### Cell classes on the final placement, run 1

Drawn at 4 px/um. Fill, decap, tap and diode cells in gray.
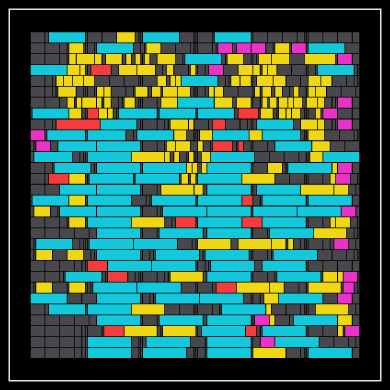
### Routed clock nets over the placement, run 1

Drawn at 4 px/um.
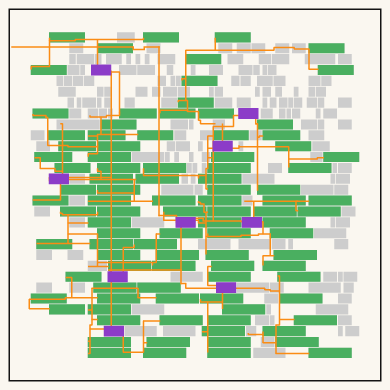
### I/O nets highlighted, run 1

Drawn at 4 px/um.
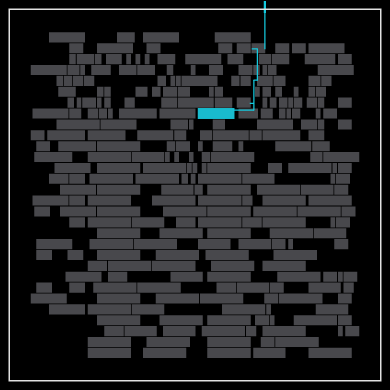
### Clock nets, run 1

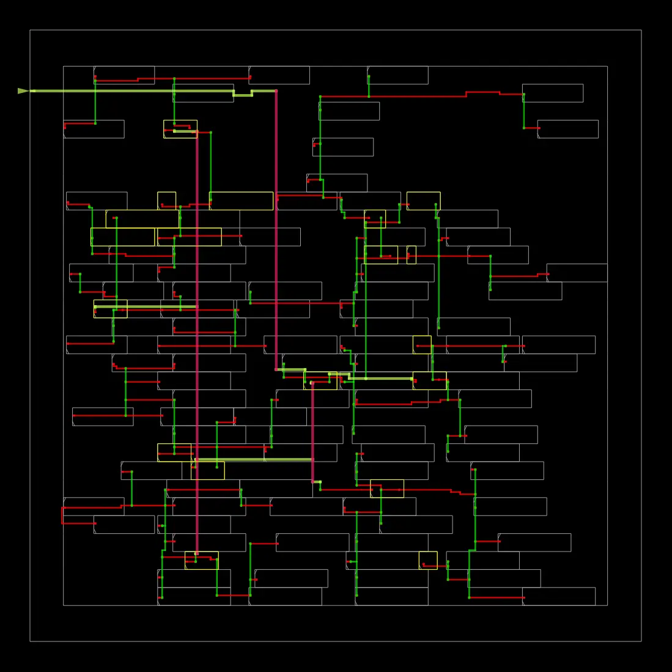
<file path="config.mk">
export PLATFORM = sky130hd
export DESIGN_NAME = ps2_rx_fifo
export DESIGN_NICKNAME = d
export VERILOG_FILES = /design/src/rtl/ps2_rx_fifo.sv
export SDC_FILE = /design/constraint.sdc
export NUM_CORES = 1
export LEC_CHECK = 0
export ABC_AREA = 0
export CAP_MARGIN = 20
export CORE_MARGIN = 5
export CORE_UTILIZATION = 60
export CTS_BUF_LIST = sky130_fd_sc_hd__clkbuf_4 sky130_fd_sc_hd__clkbuf_8
export CTS_CLUSTER_SIZE = 12
export DETAILED_ROUTE_END_ITERATION = 12
export PLACE_DENSITY_LB_ADDON = 0.05
export SLEW_MARGIN = 20
export SYNTH_ARGS = -nofsm -noshare
export SYNTH_HDL_FRONTEND = slang
export SYNTH_SLANG_ARGS = --single-unit
</file>
<file path="constraint.sdc">
create_clock -name clk -period 6.6 [get_ports clk]
set_input_delay 0.66 -clock clk [delete_from_list [all_inputs] [get_ports clk]]
set_output_delay 0.66 -clock clk [all_outputs]
set_load 0.005 [all_outputs]
</file>
<file path="src/rtl/ps2_rx_fifo.sv">
// PS/2 device-to-host receiver: synchronises the raw lines, decodes 11-bit frames and
// buffers received bytes in a FWFT FIFO. Define PS2_RX_TIMEOUT_EN to abort stalled frames.
module ps2_rx_fifo #(
    parameter int SYNC_STAGES    = 2,
    parameter int FIFO_DEPTH     = 8,
    parameter int TIMEOUT_CYCLES = 100000
) (
    input  logic                          clk,
    input  logic                          rst_n,
    input  logic                          ps2_clk,
    input  logic                          ps2_data,
    input  logic                          rd_en,
    output logic [7:0]                    rd_data,
    output logic                          rd_valid,
    output logic [$clog2(FIFO_DEPTH):0]   fifo_count,
    output logic                          parity_err,
    output logic                          frame_err,
    output logic                          overflow
);

    localparam int AW = $clog2(FIFO_DEPTH);
    localparam int CW = AW + 1;

    typedef enum logic [1:0] {IDLE, DATA, PARITY, STOP} state_t;

    // Line synchronisers reset to 1 so a reset never manufactures a falling edge.
    logic [SYNC_STAGES-1:0] clk_sync;
    logic [SYNC_STAGES-1:0] data_sync;
    logic                   clk_prev;
    logic                   clk_s;
    logic                   data_s;
    logic                   fall;

    // NOTE: sequential state is always assigned with <= so every flop sees pre-edge values.
    always_ff @(posedge clk or negedge rst_n) begin
        if (!rst_n) begin
            clk_sync  <= '1;
            data_sync <= '1;
            clk_prev  <= 1'b1;
        end else begin
            clk_sync  <= {clk_sync[SYNC_STAGES-2:0], ps2_clk};
            data_sync <= {data_sync[SYNC_STAGES-2:0], ps2_data};
            clk_prev  <= clk_s;
        end
    end

    assign clk_s  = clk_sync[SYNC_STAGES-1];
    assign data_s = data_sync[SYNC_STAGES-1];
    assign fall   = clk_prev & ~clk_s;

    state_t     state, state_n;
    logic [2:0] bit_cnt, bit_cnt_n;
    logic [7:0] shift, shift_n;
    logic       par_acc, par_acc_n;
    logic       par_ok, par_ok_n;
    logic       push;
    logic       perr_n, ferr_n;
    logic       timeout_hit;

`ifdef PS2_RX_TIMEOUT_EN
    localparam int TW = $clog2(TIMEOUT_CYCLES + 1);
    logic [TW-1:0] timer;

    assign timeout_hit = (state != IDLE) && !fall && (timer == TW'(TIMEOUT_CYCLES - 1));

    always_ff @(posedge clk or negedge rst_n) begin
        if (!rst_n) begin
            timer <= '0;
        end else if (state == IDLE || fall || timeout_hit) begin
            timer <= '0;
        end else begin
            timer <= timer + TW'(1);
        end
    end
`else
    assign timeout_hit = 1'b0;
`endif

    always_ff @(posedge clk or negedge rst_n) begin
        if (!rst_n) begin
            state      <= IDLE;
            bit_cnt    <= '0;
            shift      <= '0;
            par_acc    <= 1'b0;
            par_ok     <= 1'b0;
            parity_err <= 1'b0;
            frame_err  <= 1'b0;
        end else begin
            state      <= state_n;
            bit_cnt    <= bit_cnt_n;
            shift      <= shift_n;
            par_acc    <= par_acc_n;
            par_ok     <= par_ok_n;
            parity_err <= perr_n;
            frame_err  <= ferr_n;
        end
    end

    // NOTE: every combinational output gets a default first so no path infers a latch.
    always_comb begin
        state_n   = state;
        bit_cnt_n = bit_cnt;
        shift_n   = shift;
        par_acc_n = par_acc;
        par_ok_n  = par_ok;
        push      = 1'b0;
        perr_n    = 1'b0;
        ferr_n    = 1'b0;
        if (fall) begin
            unique case (state)
                IDLE: begin
                    if (!data_s) begin
                        state_n   = DATA;
                        bit_cnt_n = '0;
                        par_acc_n = 1'b0;
                    end
                end
                DATA: begin
                    shift_n   = {data_s, shift[7:1]};
                    par_acc_n = par_acc ^ data_s;
                    bit_cnt_n = bit_cnt + 3'd1;
                    if (bit_cnt == 3'd7) state_n = PARITY;
                end
                PARITY: begin
                    par_ok_n = par_acc ^ data_s;
                    state_n  = STOP;
                end
                STOP: begin
                    if (!data_s)     ferr_n = 1'b1;
                    else if (par_ok) push   = 1'b1;
                    else             perr_n = 1'b1;
                    state_n = IDLE;
                end
                default: state_n = IDLE;
            endcase
        end else if (timeout_hit) begin
            state_n = IDLE;
            ferr_n  = 1'b1;
        end
    end

    logic [7:0]    mem [FIFO_DEPTH];
    logic [AW-1:0] wr_ptr, rd_ptr;
    logic [CW-1:0] count;
    logic          full, empty, pop, wr;

    assign full  = (count == CW'(FIFO_DEPTH));
    assign empty = (count == '0);
    assign pop   = rd_en & ~empty;
    assign wr    = push & (~full | pop);

    // NOTE: the storage array has no reset; emptiness is tracked by count, so stale data is never visible.
    always_ff @(posedge clk) begin
        if (wr) mem[wr_ptr] <= shift;
    end

    always_ff @(posedge clk or negedge rst_n) begin
        if (!rst_n) begin
            wr_ptr   <= '0;
            rd_ptr   <= '0;
            count    <= '0;
            overflow <= 1'b0;
        end else begin
            if (wr)  wr_ptr <= wr_ptr + AW'(1);
            if (pop) rd_ptr <= rd_ptr + AW'(1);
            unique case ({wr, pop})
                2'b10:   count <= count + CW'(1);
                2'b01:   count <= count - CW'(1);
                default: count <= count;
            endcase
            if (pop)                 overflow <= 1'b0;
            else if (push && full)   overflow <= 1'b1;
        end
    end

    assign rd_valid   = ~empty;
    assign rd_data    = empty ? 8'h00 : mem[rd_ptr];
    assign fifo_count = count;

endmodule

</file>
==> impl_metrics.json, run 1 <==
{
  "ys_chip_area_um2": 4090,
  "cp_max_fo": 18,
  "yosysTopAreaCell": "edfxtp_1",
  "final_nets": 284,
  "seq_power_share_pct": 51.3,
  "pwr-share-comb_pct": 27.8,
  "setup_viol": 0,
  "antenna_found_initial": 0,
  "p_clk_share_pct": 20.9,
  "first_pass_iters": 4,
  "status": "finished, final reports clean",
  "routabilityCongestion": 0.734,
  "dp.cells": 339,
  "ys_cells": 249,
  "htree_levels": 3,
  "setup.worst_path.start_class": "register",
  "ys_top_cells_by_area": "edfxtp_1 (47%), dfrtp_1 (17%), mux4_2 (8.8%), mux2_2 (3.3%), dfstp_2 (3.2%)",
  "crit_path_end_kind": "primary output",
  "syn_nets": 263,
  "synth_top_flop_cell": "edfxtp_1",
  "edf_count": 64,
  "finalCritPeriodShare_pct": 46.6,
  "synthArstFlopShare_pct": 34.0,
  "dp_hpwl_um": 4250,
  "path_class": "reg -> out",
  "grt_overflow": 0,
  "chip_area_um2": 8560,
  "grt_pass1_wl_um": 10900,
  "avgRoutedWirePerCell_um": 17.9,
  "fmax_mhz": 325,
  "drive_gt1_share_pct": 20.7,
  "hold_path_depth": 0,
  "syn_area_um2": 4090,
  "cap_viol_max_count": 0,
  "crit_arrival_ps": 2410,
  "r2r_slack_ps": 3930,
  "startpoint": "rd_ptr[0]$_DFFE_PN0P_",
  "clk_pin_slew_ps": 80,
  "drcViolationCount": 0,
  "timing.final.ws_setup_ps": 3530,
  "wirelength_um": 6360,
  "grt_pass1_vias": 2060,
  "drv_slew": 0,
  "hold_buffers": 0,
  "root_buffer": "clkbuf_8",
  "antenna_cells": 0,
  "fp_util_pct": 60.8,
  "vias_per_cell": 5.80,
  "postSynthCellCount": 249,
  "tns_ps": 0,
  "ys_seq_share_pct": 67.4,
  "top_area_share_pct": 47.0,
  "regToRegStartpoint": "data_sync[1]$_DFF_PN1_",
  "power.density_nw_per_um2": 404,
  "grt_max_degree": 34,
  "hold_slack_ps": 353,
  "antenna_left": 0,
  "syn_avg_cell_area_um2": 16.4
}
## Picture notes: 'Cell classes on the final placement'
other buffers and delay cells: in magenta, cells 21, share of their area 4.7%. all other logic: in yellow, cells 141, share of their area 29%. flip-flops: in cyan, cells 97, share of their area 62%. clock drivers and dummy loads: in red, cells 16, share of their area 4.6%.
Rows: 30
Seq/total area: 60.6%
finished layout cell area: 4550 um2
Layout Utilization: 67.7%
Core ar.: 6720 um2

## Picture notes: 'Routed clock nets over the placement'
cells driving clock nets: in purple, count 9. flip-flops: in green, count 97. clock wires: in orange, length 1030 um.
There are 10 routed clock nets.
Clk power: 384 uW
worst-skew pair later-pin latency: 350 ps

## Picture notes: 'I/O nets highlighted'
overflow: in cyan, direction output, edge top, end cells 1, buffers 1, wire 32.9 um.
Port Buffer Count: 20
Ports: 21

## Picture notes: 'Clock nets'
flop count: 97
TritonCTS buffer count: 9
clock sinks: 97
Worst Skew: 5.49 ps
final-layout clock buffer total: 13

run 1: worst max path at each step:
stage                           to  slack, ps  cells past startpoint
2_1_floorplan  mem[1][0]$_DFFE_PP_       4160                      5
3_3_place_gp   mem[0][0]$_DFFE_PP_       3220                      5
3_5_place_dp   mem[1][6]$_DFFE_PP_       3240                      5
4_1_cts                 rd_data[7]       3100                      4
5_1_grt                 rd_data[0]       3320                      4
6_report                rd_data[5]       3530                      4
run 1: power groups by stage:
stage | registers [uW] | logic, uW | clock network (uW)
2_1_floorplan | 841 | 432 | 0
3_3_place_gp | 957 | 508 | 0
3_5_place_dp | 962 | 518 | 0
4_1_cts | 948 | 519 | 396
5_1_grt | 973 | 568 | 428
6_report | 943 | 512 | 384
run 1: through the flow:
| stage | util (%) | power, uW | area, um2 |
|---|---|---|---|
| after detailed placement | 64.6 | 1480 | 4340 |
| after global routing | 67.7 | 1970 | 4550 |
| final | 67.7 | 1840 | 4550 |
| after CTS | 67.7 | 1860 | 4550 |
| after floorplan | - | 1270 | 4090 |
| after global placement | 64.6 | 1460 | 4340 |
run 1: per-layer routing:
| metal | up-vias | part of all wire [%] | routed length (um) | track usage (%) |
|---|---|---|---|---|
| li1 | 995 | - | - | - |
| met1 | 1011 | 49 | 3140 | 25.9 |
| met2 | 43 | 43 | 2760 | 23.9 |
| met3 | 9 | 5.4 | 341 | 5.04 |
| met4 | 0 | 1.9 | 121 | 7.43 |
| met5 | - | 0 | 0 | 0 |
run 1: synthesized netlist by cell type (3+ instances only):
cell	instances
edfxtp_1	64
ha_1	9
a21oi_1	5
nor2_1	23
a32o_1	3
nor3_1	4
o21ai_0	3
nand2b_1	5
xnor2_1	6
dfrtp_1	28
inv_1	5
mux2i_1	10
nand3_1	4
buf_2	5
nand2_1	7
dfstp_2	5
mux2_2	12
mux4_2	16
run 1: sequential cells by signal, indices dropped and copies added, names as in the netlist:
signal and flops:
clk_prev 1, state 2, par_acc 1, data_sync 2
parity_err 1, mem 64, frame_err 1, bit_cnt 3
wr_ptr 3, fifo_count 4, rd_ptr 3, par_ok 1
shift 8, clk_sync 2, overflow 1
run 1: critical path, cell delays in order (launching register included):
cell and delay [ps]:
dfrtp_2 760, mux4_2 600, mux2i_1 160, nor2_1 60
clkdlybuf4s50_1 480
run 1: area by class of cell:
class	count	share of cell area (%)
Inverter	6	0.550
Tap cell	80	2.20
Clock inverter	3	0.936
Timing Repair Buffer	21	4.57
Sequential cell	97	60.6
Clock buffer	13	3.52
Multi-Input combinational cell	135	27.6
run 1: cells by family (layout without fill, tap and decap cells):
logic type,count (synthesis),count (layout),share of synthesized area [%]
AND-OR/OR-AND,24,24,4.23
AND/OR/NAND/NOR,56,56,7.35
buffers and inverters,17,43,1.99
multiplexers,38,38,14.6
XOR/XNOR,8,8,1.71
flip-flops,97,97,67.4
adder cells (fa/ha/maj),9,9,2.76
==> run 1 -> run 2 <==
--- a/config.mk
+++ b/config.mk
@@ -8,7 +8,7 @@
 export ABC_AREA = 0
 export CAP_MARGIN = 20
 export CORE_MARGIN = 5
-export CORE_UTILIZATION = 60
+export CORE_UTILIZATION = 56
 export CTS_BUF_LIST = sky130_fd_sc_hd__clkbuf_4 sky130_fd_sc_hd__clkbuf_8
 export CTS_CLUSTER_SIZE = 12
 export DETAILED_ROUTE_END_ITERATION = 12
==> constraint.sdc (replaced) <==
create_clock -name clk -period 2.5 [get_ports clk]
set_input_delay 0.25 -clock clk [delete_from_list [all_inputs] [get_ports clk]]
set_output_delay 0.25 -clock clk [all_outputs]
set_load 0.005 [all_outputs]
### Cell classes on the final placement, run 2

Drawn at 4 px/um. Fill, decap, tap and diode cells in gray.
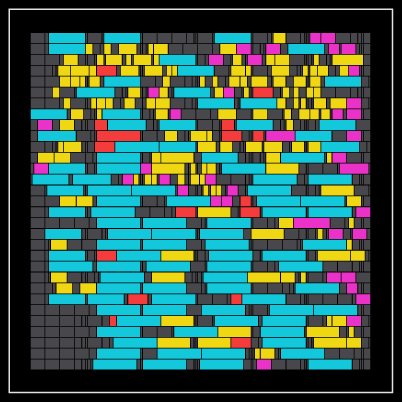
clock drivers and dummy loads: in red, cells 16, share of their area 4.3%. flip-flops: in cyan, cells 97, share of their area 60%. all other logic: in yellow, cells 141, share of their area 28%. other buffers and delay cells: in magenta, cells 39, share of their area 8.3%.
Layout Utilization: 66.1%
Core ar.: 7180 um2
Rows: 31

### Routed clock nets over the placement, run 2

Drawn at 4 px/um.
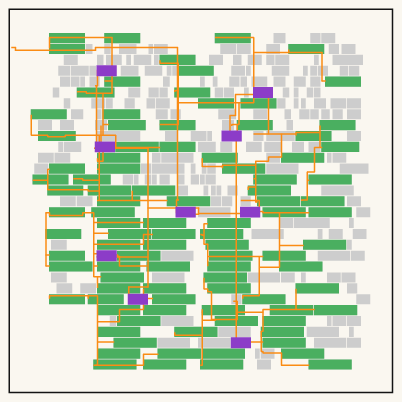
clock wires: in orange, length 1020 um. flip-flops: in green, count 97. cells driving clock nets: in purple, count 9.
Position of the flops: widely spread.
Clk power: 1000 uW
Clock Power Share: 20.0%

==> impl_metrics.json, run 2 <==
{
  "clock-skew-final_ps": 8.44,
  "ys_chip_area_um2": 4090,
  "synthArstFlopShare_pct": 34.0,
  "first_pass_iters": 4,
  "fp_util_pct": 56.9,
  "worst_pin_slew_ps": 522,
  "top_area_share_pct": 47.0,
  "drv_slew": 0,
  "regToRegStartpoint": "fifo_count[3]$_DFFE_PN0P_",
  "dp_hpwl_um": 4590,
  "antenna_found_initial": 0,
  "drcViolationCount": 0,
  "hold_violations": 0,
  "top_cells_by_count": "edfxtp_1 (64), dfrtp_1 (28), nor2_1 (23)",
  "cap_viol_max_count": 0,
  "setup.worst_path.start_class": "register",
  "ys_seq_share_pct": 67.4,
  "synth_top_cell_by_count": "edfxtp_1",
  "final_cell_mix": "edfxtp_1 (64), dfrtp_1 (27), nor2_1 (23)",
  "die_w_um": 95.4,
  "pre_cts_slack_ps": 339,
  "htree_levels": 3,
  "irDropWorstVdd_mv": 0.578,
  "ys_cells": 249,
  "crit_arrival_ps": 2140,
  "path_class": "reg -> out",
  "ys_warn_count": 0,
  "rsz0062_at_grt": "no",
  "routabilityCongestion": 0.756,
  "chip_area_um2": 9110,
  "timing.final.ws_setup_ps": 105,
  "syn_area_um2": 4090,
  "grt_pass1_wl_um": 11800,
  "portBuffers": 20,
  "syn_nets": 263,
  "power.density_nw_per_um2": 1060,
  "cts.sinks": 97,
  "startpoint": "rd_ptr[0]$_DFFE_PN0P_",
  "largest_reg_flops": 64,
  "ys_top_cells_by_area": "edfxtp_1 (47%), dfrtp_1 (17%), mux4_2 (8.8%), mux2_2 (3.3%), dfstp_2 (3.2%)",
  "drive_gt1_share_pct": 25.6,
  "grt_overflow": 0,
  "cts_resized": 0,
  "vias": 2149,
  "finalCritPeriodShare_pct": 95.8,
  "cts_tree": "built",
  "synth_top_flop_cell": "edfxtp_1",
  "antenna_cells": 0,
  "clk-insertion-delay-late_ps": 360,
  "crit_path_end_kind": "primary output",
  "grt_max_degree": 34,
  "cts.path.max_buffers": 2,
  "dp.cells": 375,
  "avgRoutedWirePerCell_um": 17.9,
  "regMostFlops": "mem",
  "tns_ps": 0,
  "areaGrowthSynthToFinish_pct": 16.0,
  "fmax_mhz": 418,
  "hold_buffers": 0,
  "critical_path_required_ps": 2250,
  "edf_count": 64,
  "power.leakage_uw": 0.00179,
  "yosysTopAreaCell": "edfxtp_1",
  "cts_buffers": 9,
  "antenna_left": 0,
  "hold_slack_ps": 291,
  "setup_viol": 0,
  "status": "finished, final reports clean",
  "vias_per_cell": 5.48,
  "root_buffer": "clkbuf_8",
  "synth_cell_type_count": 45,
  "grt_pass1_vias": 2187,
  "crit_end": "rd_data[7]",
  "instances_no_fill": 392,
  "clk_pin_slew_ps": 90,
  "cp_max_fo": 9,
  "wirelength_um": 7040,
  "final_nets": 302,
  "ios": 21,
  "r2r_slack_ps": 450,
  "period_minus_slack_ps": 2390,
  "hold_path.class": "in -> reg",
  "postSynthCellCount": 249,
  "grt_usage_pct": 17.9,
  "die_h_um": 95.4,
  "r2r_end": "fifo_count[2]$_DFFE_PN0P_",
  "syn_avg_cell_area_um2": 16.4
}
## run 2: cell families after synthesis
family | count (synthesis) | share of synthesized area (%)
buf+inv | 17 | 1.99
xor+xnor | 8 | 1.71
compound gates | 24 | 4.23
mux | 38 | 14.6
simple gates | 56 | 7.35
flops | 97 | 67.4
fa+ha+maj | 9 | 2.76
## run 2: how the worst min path moves through the flow
| stage | startpoint | endpoint | slack (ps) | depth (start not counted) |
|---|---|---|---|---|
| 2_1_floorplan | rst_n | bit_cnt[0]$_DFFE_PN0P_ | -50 | 0 |
| 3_3_place_gp | clk_sync[0]$_DFF_PN1_ | clk_sync[1]$_DFF_PN1_ | 350 | 0 |
| 3_5_place_dp | clk_sync[0]$_DFF_PN1_ | clk_sync[1]$_DFF_PN1_ | 350 | 0 |
| 4_1_cts | ps2_clk | clk_sync[0]$_DFF_PN1_ | 270 | 1 |
| 5_1_grt | ps2_clk | clk_sync[0]$_DFF_PN1_ | 270 | 1 |
| 6_report | ps2_clk | clk_sync[0]$_DFF_PN1_ | 290 | 1 |
## run 2: area by class of cell
class,count,area [um2]
fill,526,2440
timing repair buffer,39,385
inverter,6,25.0
sequential,97,2760
multi-input combinational,135,1250
clock inverter,6,67.6
clock buffer,10,131
tap,99,124
## run 2: per-layer routing
metal  vias to the layer above  track usage (%)  part of all wire, %  wire length (um)
met4                         0             8.18                  2.0               139
met2                        46             25.1                   45              3170
li1                       1023                -                    -                 -
met5                         -                0                    0                 0
met1                      1069             27.4                   48              3380
met3                        11             3.16                  4.9               342
## run 2: worst max-delay path: stages (launching register included)
cell             delay [ps]
dfrtp_2                 430
clkbuf_16               190
mux4_2                  510
mux2i_1                 170
nor2_1                   50
clkdlybuf4s50_1         440
## run 2: through the flow
stage	power (uW)	cell area, um2
floorplan	3340	4090
global placement	3970	4510
detailed placement	4010	4510
CTS	5020	4710
global route	5350	4740
finish	5000	4740
## run 2: where the power goes
part | total, uW | switching [uW] | internal (uW) | leakage [uW]
clock | 1000 | 524 | 477 | 0.0000963
combinational | 1630 | 673 | 953 | 0.000675
sequential | 2370 | 352 | 2020 | 0.00102
total | 5000 | 1550 | 3450 | 0.00179
==> run 2 -> run 3 <==
--- a/config.mk
+++ b/config.mk
@@ -6,12 +6,13 @@
 export NUM_CORES = 1
 export LEC_CHECK = 0
 export ABC_AREA = 0
-export CAP_MARGIN = 20
+export CAP_MARGIN = 15
 export CORE_MARGIN = 5
 export CORE_UTILIZATION = 56
 export CTS_BUF_LIST = sky130_fd_sc_hd__clkbuf_4 sky130_fd_sc_hd__clkbuf_8
 export CTS_CLUSTER_SIZE = 12
 export DETAILED_ROUTE_END_ITERATION = 12
+export HOLD_SLACK_MARGIN = 0.12
 export PLACE_DENSITY_LB_ADDON = 0.05
 export SLEW_MARGIN = 20
 export SYNTH_ARGS = -nofsm -noshare
==> impl_metrics.json, run 3 <==
{
  "ios": 21,
  "pwr-share-comb_pct": 32.5,
  "dr_wl_met2_um": 3170,
  "tns_ps": 0,
  "p_clk_share_pct": 20.0,
  "chip_area_um2": 9110,
  "synth_cell_type_count": 45,
  "htree_levels": 3,
  "cts_tree": "built",
  "clk_pin_slew_ps": 90,
  "grt_overflow": 0,
  "power.density_nw_per_um2": 1060,
  "status": "finished, final reports clean",
  "routabilityCongestion": 0.756,
  "drv_slew": 0,
  "die_w_um": 95.4,
  "antenna_found_initial": 0,
  "met3_length_um": 342,
  "switching_share_pct": 31.0,
  "regMostFlops": "mem",
  "antenna_left": 0,
  "wl_met1_um": 3380,
  "largest_reg_flops": 64,
  "dp.cells": 375,
  "vias": 2149,
  "power.leakage_uw": 0.00179,
  "synth_top_cell_by_count": "edfxtp_1",
  "ys_top_cells_by_area": "edfxtp_1 (47%), dfrtp_1 (17%), mux4_2 (8.8%), mux2_2 (3.3%), dfstp_2 (3.2%)",
  "top_cells_by_count": "edfxtp_1 (64), dfrtp_1 (28), nor2_1 (23)",
  "grt_pass1_vias": 2187,
  "irDropWorstVdd_mv": 0.578,
  "grt_usage_pct": 17.9,
  "top_area_share_pct": 47.0,
  "crit_path_end_kind": "primary output",
  "intPower_uw": 3450,
  "crit_arrival_ps": 2140,
  "edf_count": 64,
  "wirelength_um": 7040,
  "avgRoutedWirePerCell_um": 17.9,
  "hold_path_depth": 1,
  "syn_avg_cell_area_um2": 16.4,
  "core_um2": 7180,
  "fp_util_pct": 56.9,
  "cp_max_fo": 9,
  "path_class": "reg -> out",
  "seq_power_share_pct": 47.5,
  "synthArstFlopShare_pct": 34.0,
  "drcViolationCount": 0,
  "worst_pin_slew_ps": 522,
  "ys_seq_share_pct": 67.4
}
run 3: cell counts after synthesis:
No cell type changed its count.
run 3: final cells by class:
cell class	instances	area (um2)
tap	99	124
sequential	97	2760
clock buffer	10	131
timing repair buffer	39	385
multi-input combinational	135	1250
fill	526	2440
clock inverter	6	67.6
inverter	6	25.0
run 3: layer usage:
metal / up-vias / GRT usage [%]
li1: 1023 / -
met1: 1069 / 27.4
met2: 46 / 25.1
met3: 11 / 3.16
met4: 0 / 8.18
met5: - / 0
run 3: logic make-up (layout without fill, tap and decap cells):
logic type / Yosys count / in the layout / share of synthesized area [%]
DFF: 97 / 97 / 67.4
AOI/OAI and AO/OA: 24 / 24 / 4.23
adders and majority gates: 9 / 9 / 2.76
muxes: 38 / 38 / 14.6
xor gates and xnor gates: 8 / 8 / 1.71
and+or+nand+nor: 56 / 56 / 7.35
buffers and inverters: 17 / 61 / 1.99
run 3: critical path: stages, from the launching register on:
cell and delay [ps]:
dfrtp_2 430, clkbuf_16 190, mux4_2 510, mux2i_1 170, nor2_1 50, clkdlybuf4s50_1 440
run 3: through the flow:
stage	util, %	hold slack (ps)	cell area, um2	total power [uW]
after floorplan	-	-45.6	4090	3340
after detailed placement	62.9	347	4510	4010
after global placement	62.9	347	4510	3970
after CTS	65.7	272	4710	5020
after global routing	66.1	270	4740	5350
final	66.1	291	4740	5000
run 3: power groups by stage:
stage | Sequential [uW] | Combinational, uW | Clock (uW)
floorplan | 2220 | 1120 | 0
global placement | 2390 | 1580 | 0
detailed placement | 2400 | 1600 | 0
CTS | 2370 | 1620 | 1030
global route | 2430 | 1810 | 1110
finish | 2370 | 1630 | 1000
run 3: final timing paths:
check / startpoint / endpoint / slack, ps
max: rd_ptr[0]$_DFFE_PN0P_ / rd_data[7] / 110
min: ps2_clk / clk_sync[0]$_DFF_PN1_ / 290
max reg2reg: fifo_count[3]$_DFFE_PN0P_ / fifo_count[2]$_DFFE_PN0P_ / 450
min reg2reg: data_sync[0]$_DFF_PN1_ / data_sync[1]$_DFF_PN1_ / 360
max in group asynchronous: rst_n / data_sync[0]$_DFF_PN1_ / 1840
min in group asynchronous: rst_n / shift[0]$_DFFE_PN0P_ / 300
run 3: repair_timing:
item                                   in CTS  in global routing
endpoints found under the hold margin       0                  0
gates resized                               0                  1
setup endpoints to repair                   0                  2
### Clock nets, run 3

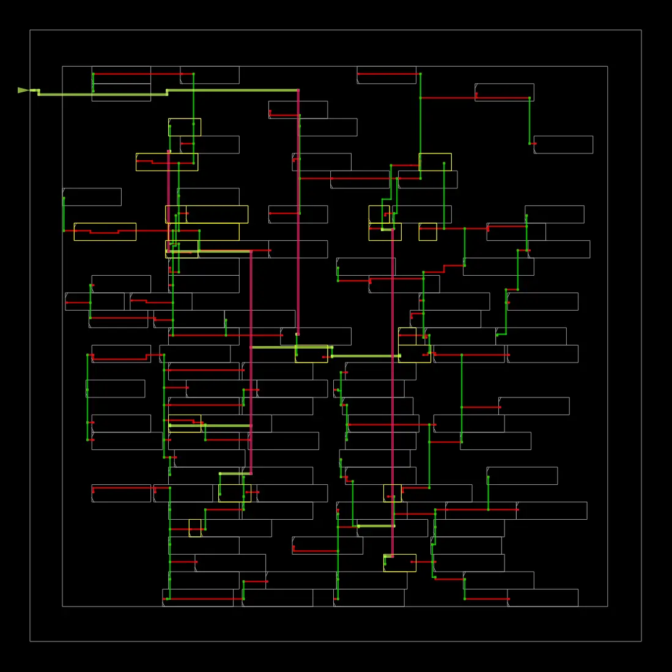
worst-skew pair later-pin latency: 360 ps
final-layout clock buffer total: 10
Worst Skew: 8.44 ps

### Cell classes on the final placement, run 3

Drawn at 4 px/um. Fill, decap, tap and diode cells in gray.
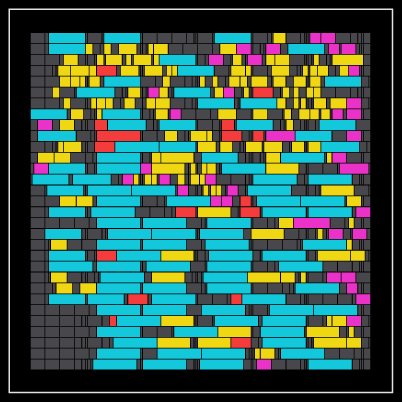
flip-flops: in cyan, cells 97, share of their area 60%. clock drivers and dummy loads: in red, cells 16, share of their area 4.3%. all other logic: in yellow, cells 141, share of their area 28%. other buffers and delay cells: in magenta, cells 39, share of their area 8.3%.
finished layout cell area: 4740 um2
Seq/total area: 58.1%

No activity file was given, so power comes from the tool's default toggle rates.
